run_1/placement_by_type.png
Bar = 50 microns. Fill, decap, tap and diode cells in gray.
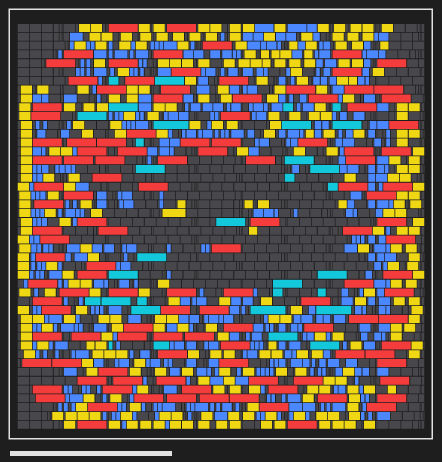
run_1/cell_density.png
The die is cut into 13 by 13 equal tiles; white is low, dark blue is high, 0 to 100% covered.
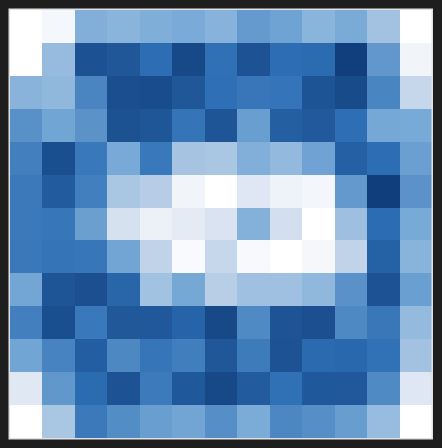
run_1/layer_met4.png
Bar = 50 microns. Supply wires on this layer in gray. Cells faint in the background.
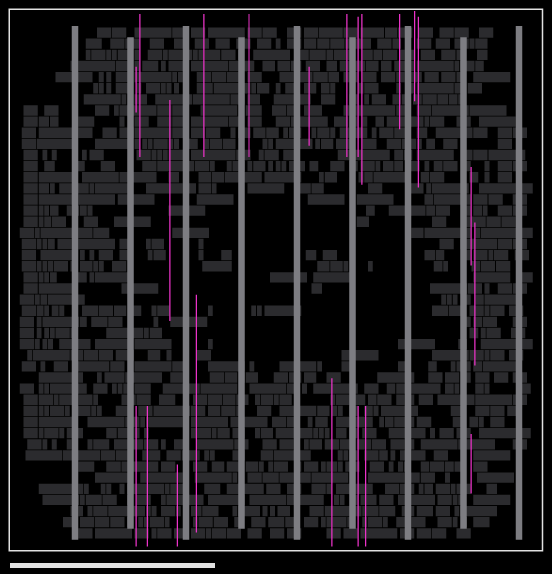
<file path="src/rtl/mips_pkg.sv">
// mips_pkg: shared widths, one-hot ALU op encodings and writeback-bus type for the
// MIPS execute front end.
//   DATA_W / REG_AW / OP_W / SA_W : datapath, register-index, ALU-op and shamt widths
//   OP_*                          : one-hot ALU op constants, OP_NOP = 0 (bubble)
//   wb_bus_t                      : {write enable, destination index, result}
//   fwd_hit()                     : true when a writeback bus produces register idx
package mips_pkg;

    localparam int unsigned DATA_W = 32;
    localparam int unsigned REG_AW = 5;
    localparam int unsigned OP_W   = 11;
    localparam int unsigned SA_W   = 5;

    localparam logic [OP_W-1:0] OP_NOP = 11'b000_0000_0000;
    localparam logic [OP_W-1:0] OP_ADD = 11'b000_0000_0001;
    localparam logic [OP_W-1:0] OP_SUB = 11'b000_0000_0010;
    localparam logic [OP_W-1:0] OP_AND = 11'b000_0000_0100;
    localparam logic [OP_W-1:0] OP_OR  = 11'b000_0000_1000;
    localparam logic [OP_W-1:0] OP_XOR = 11'b000_0001_0000;
    localparam logic [OP_W-1:0] OP_NOR = 11'b000_0010_0000;
    localparam logic [OP_W-1:0] OP_SLT = 11'b000_0100_0000;
    localparam logic [OP_W-1:0] OP_LUI = 11'b000_1000_0000;
    localparam logic [OP_W-1:0] OP_SRA = 11'b001_0000_0000;
    localparam logic [OP_W-1:0] OP_SRL = 11'b010_0000_0000;
    localparam logic [OP_W-1:0] OP_SLL = 11'b100_0000_0000;

    typedef struct packed {
        logic              we;
        logic [REG_AW-1:0] rd;
        logic [DATA_W-1:0] data;
    } wb_bus_t;

    // r0 is hard-wired to zero, so a write to it must never be forwarded.
    function automatic logic fwd_hit(input logic              we,
                                     input logic [REG_AW-1:0] rd,
                                     input logic [REG_AW-1:0] idx);
        return we && (rd == idx) && (idx != '0);
    endfunction

endpackage

</file>
<file path="src/rtl/fwd_mux.sv">
// fwd_mux: per-operand RAW bypass. Selects the youngest in-flight result for register
// i_idx: EX/MEM first, then MEM/WB, otherwise the value stored in the ID/EX register.
// Ports:
//   i_idx    : source register index held in ID/EX
//   i_stored : value captured in ID/EX for that register
//   i_mem    : EX/MEM writeback bus
//   i_wb     : MEM/WB writeback bus
//   o_fwd    : operand value to present to the ALU
// Build option EX_FORWARD_EN: when undefined the mux collapses to i_stored.
module fwd_mux
    import mips_pkg::*;
(
    input  logic [REG_AW-1:0] i_idx,
    input  logic [DATA_W-1:0] i_stored,
    input  wb_bus_t           i_mem,
    input  wb_bus_t           i_wb,
    output logic [DATA_W-1:0] o_fwd
);

`ifdef EX_FORWARD_EN
    always_comb begin
        o_fwd = i_stored;
        if (fwd_hit(i_mem.we, i_mem.rd, i_idx)) begin
            o_fwd = i_mem.data;
        end else if (fwd_hit(i_wb.we, i_wb.rd, i_idx)) begin
            o_fwd = i_wb.data;
        end
    end
`else
    assign o_fwd = i_stored;

    logic w_unused;
    assign w_unused = ^{i_idx, i_mem, i_wb};
`endif

endmodule

</file>
<file path="src/rtl/ex_operand_stage.sv">
// ex_operand_stage: ID/EX pipeline register plus operand forwarding feeding the ALU.
// Ports:
//   clk, reset                : rising-edge clock, asynchronous active-high reset
//   id_*                      : decoded instruction fields from ID
//   stall, flush              : hold stage / insert bubble (flush wins)
//   mem_*, wb_*               : EX/MEM and MEM/WB writeback buses
//   alu_a/alu_b/alu_op/alu_sa : ALU inputs
//   ex_valid/ex_reg_write/ex_rd/ex_store_data : fields passed on to MEM
// Build option EX_FORWARD_EN: enables MEM/WB forwarding and the stall re-latch of the
// stored operands. The WB capture bypass is present in both builds.
module ex_operand_stage
    import mips_pkg::*;
(
    input  logic              clk,
    input  logic              reset,
    input  logic              id_valid,
    input  logic [REG_AW-1:0] id_rs,
    input  logic [REG_AW-1:0] id_rt,
    input  logic [DATA_W-1:0] id_rs_val,
    input  logic [DATA_W-1:0] id_rt_val,
    input  logic [DATA_W-1:0] id_imm,
    input  logic              id_use_imm,
    input  logic [OP_W-1:0]   id_alu_op,
    input  logic [SA_W-1:0]   id_sa,
    input  logic              id_var_sa,
    input  logic [REG_AW-1:0] id_rd,
    input  logic              id_reg_write,
    input  logic              stall,
    input  logic              flush,
    input  logic              mem_reg_write,
    input  logic [REG_AW-1:0] mem_rd,
    input  logic [DATA_W-1:0] mem_result,
    input  logic              wb_reg_write,
    input  logic [REG_AW-1:0] wb_rd,
    input  logic [DATA_W-1:0] wb_result,
    output logic [DATA_W-1:0] alu_a,
    output logic [DATA_W-1:0] alu_b,
    output logic [OP_W-1:0]   alu_op,
    output logic [SA_W-1:0]   alu_sa,
    output logic              ex_valid,
    output logic              ex_reg_write,
    output logic [REG_AW-1:0] ex_rd,
    output logic [DATA_W-1:0] ex_store_data
);

    logic              r_valid;
    logic              r_reg_write;
    logic [OP_W-1:0]   r_alu_op;
    logic [REG_AW-1:0] r_rs;
    logic [REG_AW-1:0] r_rt;
    logic [DATA_W-1:0] r_rs_val;
    logic [DATA_W-1:0] r_rt_val;
    logic [DATA_W-1:0] r_imm;
    logic              r_use_imm;
    logic [SA_W-1:0]   r_sa;
    logic              r_var_sa;
    logic [REG_AW-1:0] r_rd;

    wb_bus_t           w_mem_bus;
    wb_bus_t           w_wb_bus;
    logic [DATA_W-1:0] w_cap_rs_val;
    logic [DATA_W-1:0] w_cap_rt_val;
    logic [DATA_W-1:0] w_fwd_rs;
    logic [DATA_W-1:0] w_fwd_rt;

    assign w_mem_bus = {mem_reg_write, mem_rd, mem_result};
    assign w_wb_bus  = {wb_reg_write, wb_rd, wb_result};

    // The register file writes at the end of the cycle it is read, so a WB producer
    // of the same register is not yet visible in id_*_val.
    assign w_cap_rs_val = fwd_hit(wb_reg_write, wb_rd, id_rs) ? wb_result : id_rs_val;
    assign w_cap_rt_val = fwd_hit(wb_reg_write, wb_rd, id_rt) ? wb_result : id_rt_val;

    always_ff @(posedge clk or posedge reset) begin
        if (reset) begin
            r_valid     <= 1'b0;
            r_reg_write <= 1'b0;
            r_alu_op    <= OP_NOP;
            r_rs        <= '0;
            r_rt        <= '0;
            r_rs_val    <= '0;
            r_rt_val    <= '0;
            r_imm       <= '0;
            r_use_imm   <= 1'b0;
            r_sa        <= '0;
            r_var_sa    <= 1'b0;
            r_rd        <= '0;
        end else if (flush) begin
            r_valid     <= 1'b0;
            r_reg_write <= 1'b0;
            r_alu_op    <= OP_NOP;
        end else if (stall) begin
`ifdef EX_FORWARD_EN
            // A producer may leave WB while we wait; keep its value.
            r_rs_val <= w_fwd_rs;
            r_rt_val <= w_fwd_rt;
`endif
        end else begin
            r_valid     <= id_valid;
            r_reg_write <= id_valid & id_reg_write;
            r_alu_op    <= id_valid ? id_alu_op : OP_NOP;
            r_rs        <= id_rs;
            r_rt        <= id_rt;
            r_rs_val    <= w_cap_rs_val;
            r_rt_val    <= w_cap_rt_val;
            r_imm       <= id_imm;
            r_use_imm   <= id_use_imm;
            r_sa        <= id_sa;
            r_var_sa    <= id_var_sa;
            r_rd        <= id_rd;
        end
    end

    fwd_mux u_fwd_rs (
        .i_idx    (r_rs),
        .i_stored (r_rs_val),
        .i_mem    (w_mem_bus),
        .i_wb     (w_wb_bus),
        .o_fwd    (w_fwd_rs)
    );

    fwd_mux u_fwd_rt (
        .i_idx    (r_rt),
        .i_stored (r_rt_val),
        .i_mem    (w_mem_bus),
        .i_wb     (w_wb_bus),
        .o_fwd    (w_fwd_rt)
    );

    assign alu_a         = w_fwd_rs;
    assign alu_b         = r_use_imm ? r_imm : w_fwd_rt;
    assign alu_op        = r_alu_op;
    assign alu_sa        = r_var_sa ? w_fwd_rs[SA_W-1:0] : r_sa;
    assign ex_valid      = r_valid;
    assign ex_reg_write  = r_reg_write;
    assign ex_rd         = r_rd;
    assign ex_store_data = w_fwd_rt;

endmodule

</file>
<file path="config.mk">
export PLATFORM = sky130hd
export DESIGN_NAME = ex_operand_stage
export DESIGN_NICKNAME = d
export VERILOG_FILES = /design/src/rtl/mips_pkg.sv /design/src/rtl/fwd_mux.sv /design/src/rtl/ex_operand_stage.sv
export SDC_FILE = /design/constraint.sdc
export NUM_CORES = 1
export LEC_CHECK = 0
export CORE_AREA = 2 2 128 130
export DETAILED_ROUTE_END_ITERATION = 10
export DIE_AREA = 0 0 130 132
export PLACE_DENSITY = 0.9
export SYNTH_ARGS = -nofsm -noshare
export SYNTH_HDL_FRONTEND = slang
export SYNTH_SLANG_ARGS = --single-unit
</file>
<file path="constraint.sdc">
create_clock -name clk -period 6.3 [get_ports clk]
set_input_delay 1.26 -clock clk [delete_from_list [all_inputs] [get_ports clk]]
set_output_delay 1.26 -clock clk [all_outputs]
set_load 0.005 [all_outputs]
</file>
==> metrics.cfg, run 1 <==
[status]
status = complete, no violations

[synth]
ys_chip_area_sq_um = 6320
yosys_warnings = 0
postSynthCellCount = 680
most_common_cell = sky130_fd_sc_hd__nand2_1
ys_seq_share_pct = 47.9
post_synthesis_area_per_instance_sq_um = 9.30
ys_top_cells_by_area = sky130_fd_sc_hd__dfrtp_1 48%, sky130_fd_sc_hd__nand2_1 14%, sky130_fd_sc_hd__mux2_2 6.6%
netlist_area_sq_um = 6320
netlist.top_cell.by_area = sky130_fd_sc_hd__dfrtp_1
synth_cell_type_count = 32
synth_flop_count = 121
edf_count = 0
ff_type = sky130_fd_sc_hd__dfrtp_1
yosys-stat-cells = 680
yosys.area.top_type_share_pct = 47.9
async_reset_ff_share_pct = 100
synthTopCellsByCount = 238 x sky130_fd_sc_hd__nand2_1, 121 x sky130_fd_sc_hd__dfrtp_1, 44 x sky130_fd_sc_hd__clkbuf_1, 37 x sky130_fd_sc_hd__mux2_2, 34 x sky130_fd_sc_hd__and2_1
synthesis.nets = 891

[final_timing]
max_slew.worst_pin.slew_ns = 0.997
holdWs_ns = 0.472
final.setup.tns_ns = 0
layout_worst_path_cycle_share_pct = 58.7
timing.final.hold_violations = 0
layout_setup_ws_ns = 2.60
final.setup_skew_ns = 0
timing.fmax_mhz = 271
min_period_ns = 3.70
relSlewSlack_pct = 33.4
setup-violations-final = 0
rsz0062_at_grt = no
slew_viol_final = 0

[clock_network]
cts.htree.levels = 4
post_cts_resized = 0
max-clock-path-buffers = 2
clockRootBuffer = sky130_fd_sc_hd__clkbuf_16
numCtsBuffers = 17
clock_latency_ns = 0.41
tritoncts_num_sinks = 121
cts_hold_buffers = 0
path_clk_slew_ns = 0.06
postCtsSetupBuffers = 0
cts_tree = yes

[floorplan]
die_height_microns = 132
die_w_microns = 130
floorplan.core_util_pct = 40.2
design.die.area_sq_um = 17200
coreArea_sq_um = 15700
rows = 46
boundaryPins = 330

[grt]
overall_overflow_remaining_after_global_route = 0
globalRouteTotalUtil_pct = 26.1
grt_max_degree = 80
grt_pass1_vias = 6236
grt_pass1_wl_mm = 34.6
grt_antenna_before_repair = 0

[worst_setup_path]
path_class = in2reg
path_delay_family = buffers and inverters
worstPathCellList = clkdlybuf4s50_1, nor2_4, buf_4, nand2_1, o41ai_1, a31o_1
cp_slowest_stage_delay_ns = 0.97
timing.critical_path.fanout_max = 44
path_buffers = 2
crit_path_start_kind = input pin
critPathArrivalTime_ns = 4.05
critPathCaptureType = register
timing.reg2reg.setup_slack_ns = 5.24
worstPathRequired_ns = 6.65
cpMaxStageDelayCell = sky130_fd_sc_hd__nor2_4

[layout]
num-nets-final = 1151
syn_to_final_growth_pct = 56.8
drive_above_1_share_pct = 9.55
fillCellCount = 1233
antenna_cells_inserted = 0

[min_path]
worstHoldPathType = reg2reg

[place]
portBuffers = 291
place_congestion = 0.877
post-dp-hpwl_mm = 15.9
detailedPlace.worstSlack_ns = 2.18

[routing]
wl_per_cell_microns = 19.3
drc = 0
detail_route.iter0.violations = 661
drt-total-wl_mm = 22.5
detailedRoute.firstPassIterationCount = 5
detail_route.vias_per_cell = 5.32
postRouteAntennaNets = 0
routed-via-count = 6220

[run]
cap_viol_max_count = 0
warning_count = 64

[power]
power_per_cell_area_nw_per_um2 = 265
finalPower_w = 0.00263
power.static_leakage_nw = 4.24
power.ir.vdd_worst_mv = 0.191

Notes on placement_by_type.png above:
Blue stands for combinational and other logic, cells 493, share of their area 31%. Red stands for flops, cells 121, share of their area 31%. Yellow stands for other buffers and delay cells, cells 307, share of their area 32%. Cyan stands for clock drivers and dummy loads, cells 32, share of their area 6.4%.

Notes on cell_density.png above:
29% of the tiles are over 75% full. The fullest tile reaches 95%. The mean over all tiles is 56%. The emptiest ninth of the die: center.

Notes on layer_met4.png above:
The wires run mostly vertical. The layer holds 3.2% of the routed length. The longest straight run is 57.8 microns. The layer carries 716 microns of wire.

## run 1: routing by layer
| layer | wire length (microns) | share of wire, % | GRT usage (%) | vias to the layer above |
|---|---|---|---|---|
| li1 | - | - | - | 2921 |
| met4 | 716 | 3.2 | 10.5 | 0 |
| met2 | 10800 | 48 | 39.9 | 273 |
| met5 | 0 | 0 | 0 | - |
| met1 | 9600 | 43 | 35.6 | 2980 |
| met3 | 1400 | 6.2 | 6.09 | 46 |
## run 1: placed cells by master (no fill, tap or decap), drive strengths merged, types with 16 or more instances in the layout
| master | instances |
|---|---|
| dfrtp | 121 |
| and2 | 34 |
| a31oi | 32 |
| a31o | 32 |
| a221o | 32 |
| o41ai | 32 |
| clkdlybuf4s50 | 291 |
| nand2 | 238 |
| buf | 16 |
| nor2 | 23 |
| mux2 | 37 |
| clkbuf | 20 |
## run 1: registers in the layout, indices dropped and copies added (netlist names)
register,count
alu_op,11
r_imm,32
r_rs_val,32
r_sa,5
ex_rd,5
r_use_imm,1
ex_reg_write,1
r_rt_val,32
r_var_sa,1
ex_valid,1
## run 1: kinds of logic (layout without fill, tap and decap cells)
logic type      Yosys count  in the layout  share of synthesized area, %
flops                   121            121                          47.9
simple gates            304            304                          19.9
compound gates          143            143                          18.6
buf+inv                  67            340                          5.88
mux                      37             37                          6.59
xor+xnor                  8              8                          1.11
## run 1: layout make-up
cell class                 instances  area [sq um]  area share (%)
clock inverter                    12           165            1.67
clock buffer                      20           457            4.61
tap                              216           270            2.73
inverter                           1          6.26          0.0631
sequential                       121          3030            30.5
timing repair buffer             307          3050            30.7
multi-input combinational        492          2940            29.7
## run 1: path summary, 6_finish.rpt
| path | cells after the start | from | end |
|---|---|---|---|
| worst max-delay path | 6 | stall | r_rt_val[5] |
| max in group asynchronous | 3 | reset | r_imm[8] |
| min in group asynchronous | 2 | reset | r_imm[25] |
| worst min-delay path | 2 | r_imm[14] | r_imm[14] |
| worst min register to register | 2 | r_imm[14] | r_imm[14] |
| worst max register to register | 3 | r_use_imm | r_use_imm |
## run 1: per-stage QoR
step	utilization, %	cells	cell area, sq um
after floorplan	-	680	6320
after global placement	59.1	1137	9290
after detailed placement	59.1	1137	9290
after CTS	63.1	1169	9910
after global routing	63.1	1169	9910
final	63.1	1169	9910
## run 1: worst reg2reg max path: cells and delay by family (launching register included)
kind / cells / cell delay (ns)
buffers and inverters: 1 / 0.44
DFF: 1 / 0.38
and+or+nand+nor: 2 / 0.17
## run 1: power breakdown
part | switching, W | total, W | internal [W]
Sequential | 0.0000701 | 0.000941 | 0.000871
Combinational | 0.000255 | 0.000658 | 0.000403
Clock | 0.000378 | 0.00103 | 0.000649
Total | 0.000704 | 0.00263 | 0.00192
==> run 1 -> run 2 <==
--- a/config.mk
+++ b/config.mk
@@ -5,9 +5,8 @@
 export SDC_FILE = /design/constraint.sdc
 export NUM_CORES = 1
 export LEC_CHECK = 0
-export CORE_AREA = 2 2 128 130
+export CORE_UTILIZATION = 40
 export DETAILED_ROUTE_END_ITERATION = 10
-export DIE_AREA = 0 0 130 132
 export PLACE_DENSITY = 0.9
 export SYNTH_ARGS = -nofsm -noshare
 export SYNTH_HDL_FRONTEND = slang
==> constraint.sdc (replaced) <==
create_clock -name clk -period 3.6 [get_ports clk]
set_input_delay 0.72 -clock clk [delete_from_list [all_inputs] [get_ports clk]]
set_output_delay 0.72 -clock clk [all_outputs]
set_load 0.005 [all_outputs]
==> run 2 against run 1 <==
  * Die size is 4.9% lower
  * Largest power group unchanged
  * Design area hardly changed
  * Critical path type is now reg2out
  * Highest routed layer unchanged
  * Final cell count hardly changed
  * Global-route usage is 1.0 points higher
  * Worst setup slack worse by 1.8 ns
==> metrics.cfg, run 2 <==
[final_timing]
final.setup_skew_ns = 0  ; unchanged
min_period_ns = 2.75
rsz0062_at_grt = no
slew_viol_final = 0  ; unchanged
max_slew.worst_pin.slew_ns = 0.851  ; -0.146 ns
final.setup.tns_ns = 0  ; unchanged
layout_worst_path_cycle_share_pct = 76.5
setup-violations-final = 0  ; unchanged

[place]
place_congestion = 0.834  ; -4.9%
detailedPlace.worstSlack_ns = 0.711  ; -1.47 ns
portBuffers = 291  ; unchanged
post-dp-hpwl_mm = 15.6  ; -2.3%
placed_cells_incl_taps = 1136  ; -0.088%

[routing]
wl_per_cell_microns = 18.8  ; -2.7%
drt-total-wl_mm = 21.9  ; -2.8%
drc = 0  ; unchanged
detail_route.vias_per_cell = 5.35  ; +0.57%
postRouteAntennaNets = 0  ; unchanged
detailedRoute.firstPassIterationCount = 5  ; unchanged

[synth]
edf_count = 0  ; unchanged
yosys_warnings = 0  ; unchanged
ys_seq_share_pct = 47.9  ; unchanged
synthesis.nets = 891  ; unchanged
async_reset_ff_share_pct = 100  ; unchanged
netlist.top_cell.by_area = sky130_fd_sc_hd__dfrtp_1
most_common_cell = sky130_fd_sc_hd__nand2_1
netlist_area_sq_um = 6320  ; unchanged
yosys-stat-cells = 680  ; unchanged
synth_flop_count = 121  ; unchanged
ys_top_cells_by_area = sky130_fd_sc_hd__dfrtp_1 48%, sky130_fd_sc_hd__nand2_1 14%, sky130_fd_sc_hd__mux2_2 6.6%
ff_type = sky130_fd_sc_hd__dfrtp_1
post_synthesis_area_per_instance_sq_um = 9.30  ; unchanged

[floorplan]
design.die.area_sq_um = 16300  ; -4.9%
die_w_microns = 128  ; -1.8%
floorplan.core_util_pct = 41.3  ; +1.0 points
coreArea_sq_um = 15300  ; -2.5%
rows = 45  ; -2.2%
die_height_microns = 128  ; -3.2%

[grt]
grt_pass1_vias = 6173  ; -1.0%
overall_overflow_remaining_after_global_route = 0  ; unchanged
grt_antenna_before_repair = 0  ; unchanged
globalRouteTotalUtil_pct = 27.1  ; +1.0 points
grt_max_degree = 85  ; +6.3%
grt_pass1_wl_mm = 33.8  ; -2.3%

[power]
power_per_cell_area_nw_per_um2 = 451  ; +70%
power.static_leakage_nw = 4.24  ; about the same
power.ir.vdd_worst_mv = 0.314  ; +64%

[worst_setup_path]
crit_path_start_kind = register
timing.critical_path.fanout_max = 33  ; -25%
worstPathCellList = buf_4, mux2_2, clkdlybuf4s50_1
path_class = reg2out
path_buffers = 2  ; unchanged
path_delay_family = buffers and inverters
cp_slowest_stage_delay_ns = 0.51  ; -0.46 ns
worstPathRequired_ns = 2.88  ; -3.77 ns
critPathArrivalTime_ns = 2.03  ; -2.02 ns
cpMaxStageDelayCell = sky130_fd_sc_hd__clkdlybuf4s50_1

[clock_network]
max-clock-path-buffers = 2  ; unchanged
cts_tree = yes
clockRootBuffer = sky130_fd_sc_hd__clkbuf_16
tritoncts_num_sinks = 121  ; unchanged
post_cts_resized = 0  ; unchanged
cts_hold_buffers = 0  ; unchanged
postCtsSetupBuffers = 0  ; unchanged
cts.htree.levels = 4  ; unchanged
clock_latency_ns = 0.41  ; about the same

[status]
status = complete, no violations

[layout]
num-nets-final = 1155  ; +0.35%
drive_above_1_share_pct = 9.72  ; +0.17 points
layout_top_cell = sky130_fd_sc_hd__clkdlybuf4s50_1
largestRegisters = r_imm x32, r_rs_val x32, r_rt_val x32
antenna_cells_inserted = 0  ; unchanged
utilization_pct = 64.7  ; +1.6 points

[min_path]
worstHoldPathType = reg2reg

[run]
cap_viol_max_count = 0  ; unchanged

==> run 2: cell counts after synthesis <==
No cell type changed its count.
==> run 2: worst paths after layout <==
path | cells past startpoint | to | slack (ns) | start
max | 3 | alu_b[18] | 0.85 | r_use_imm
min | 2 | r_imm[22] | 0.47 | r_imm[22]
max reg2reg | 3 | r_use_imm | 2.64 | r_use_imm
min reg2reg | 2 | r_imm[22] | 0.47 | r_imm[22]
max in group asynchronous | 3 | r_rs_val[28] | 2.06 | reset
min in group asynchronous | 2 | ex_valid | 0.82 | reset
==> run 2: final cells by class <==
| type | instances | area [sq um] |
|---|---|---|
| fillers | 1205 | 5400 |
| flip-flops and latches | 121 | 3030 |
| repair buffers | 311 | 3100 |
| multi-input cells | 492 | 2940 |
| clock inverters | 11 | 123 |
| well taps | 211 | 264 |
| inverters | 1 | 7.51 |
| clock buffers | 21 | 450 |
==> run 2: report_power, final <==
| part | switching (W) | internal (W) | total, W |
|---|---|---|---|
| clock | 0.000637 | 0.00104 | 0.00167 |
| sequential | 0.000117 | 0.00152 | 0.00164 |
| combinational | 0.000443 | 0.000711 | 0.00115 |
==> run 2: worst min-delay path, stage by stage (launching register included) <==
cell,delay (ns)
sky130_fd_sc_hd__dfrtp_1,0.33
sky130_fd_sc_hd__nand2_1,0.05
sky130_fd_sc_hd__nand2_1,0.05
==> run 2: per-stage QoR <==
step / total power (W) / hold WS [ns] / instance area (sq um)
after floorplan: 0.00210 / 0.440 / 6330
after global routing: 0.00466 / 0.493 / 9910
after CTS: 0.00449 / 0.473 / 9910
after global placement: 0.00279 / 0.452 / 9340
final: 0.00447 / 0.471 / 9910
after detailed placement: 0.00281 / 0.458 / 9340
==> run 2: layer usage <==
layer | wire length [microns] | track usage (%)
met1 | 9150 | 34.3
met4 | 838 | 11.5
met3 | 1530 | 7.64
met5 | 0 | 0
met2 | 10400 | 43.6
==> run 2: cells by family after synthesis <==
logic type | Yosys count | synth area share, %
flip-flops | 121 | 47.9
XOR/XNOR | 8 | 1.11
multiplexers | 37 | 6.59
AND-OR/OR-AND | 143 | 18.6
AND/OR/NAND/NOR | 304 | 19.9
buffers and inverters | 67 | 5.88
run_2/cell_density.png
The die is cut into 13 by 13 equal tiles; white is low, dark blue is high, 0 to 100% covered.
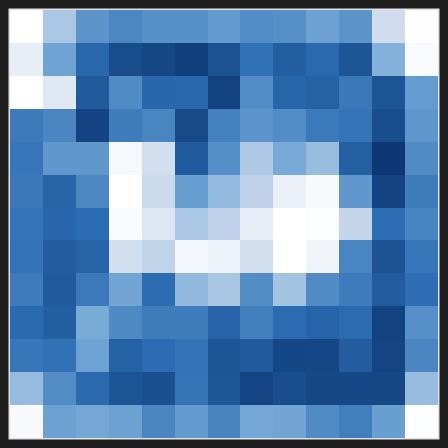
The mean over all tiles is 59%. 33% of the tiles are over 75% full. The fullest tile reaches 97%. 4.7% of the tiles are nearly empty.

run_2/layer_met4.png
Bar = 50 microns. Supply wires on this layer in gray. Cells faint in the background.
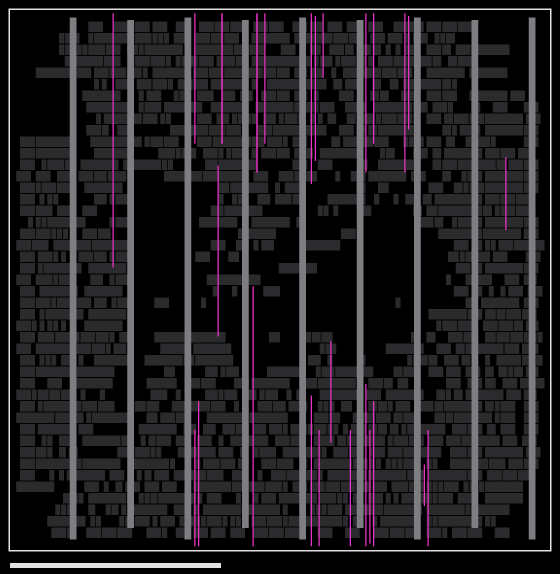
The layer holds 3.8% of the routed length. The wires run mostly vertical. The layer carries 838 microns of wire. The longest straight run is 61.2 microns.

No activity file was given, so power comes from the tool's default toggle rates.
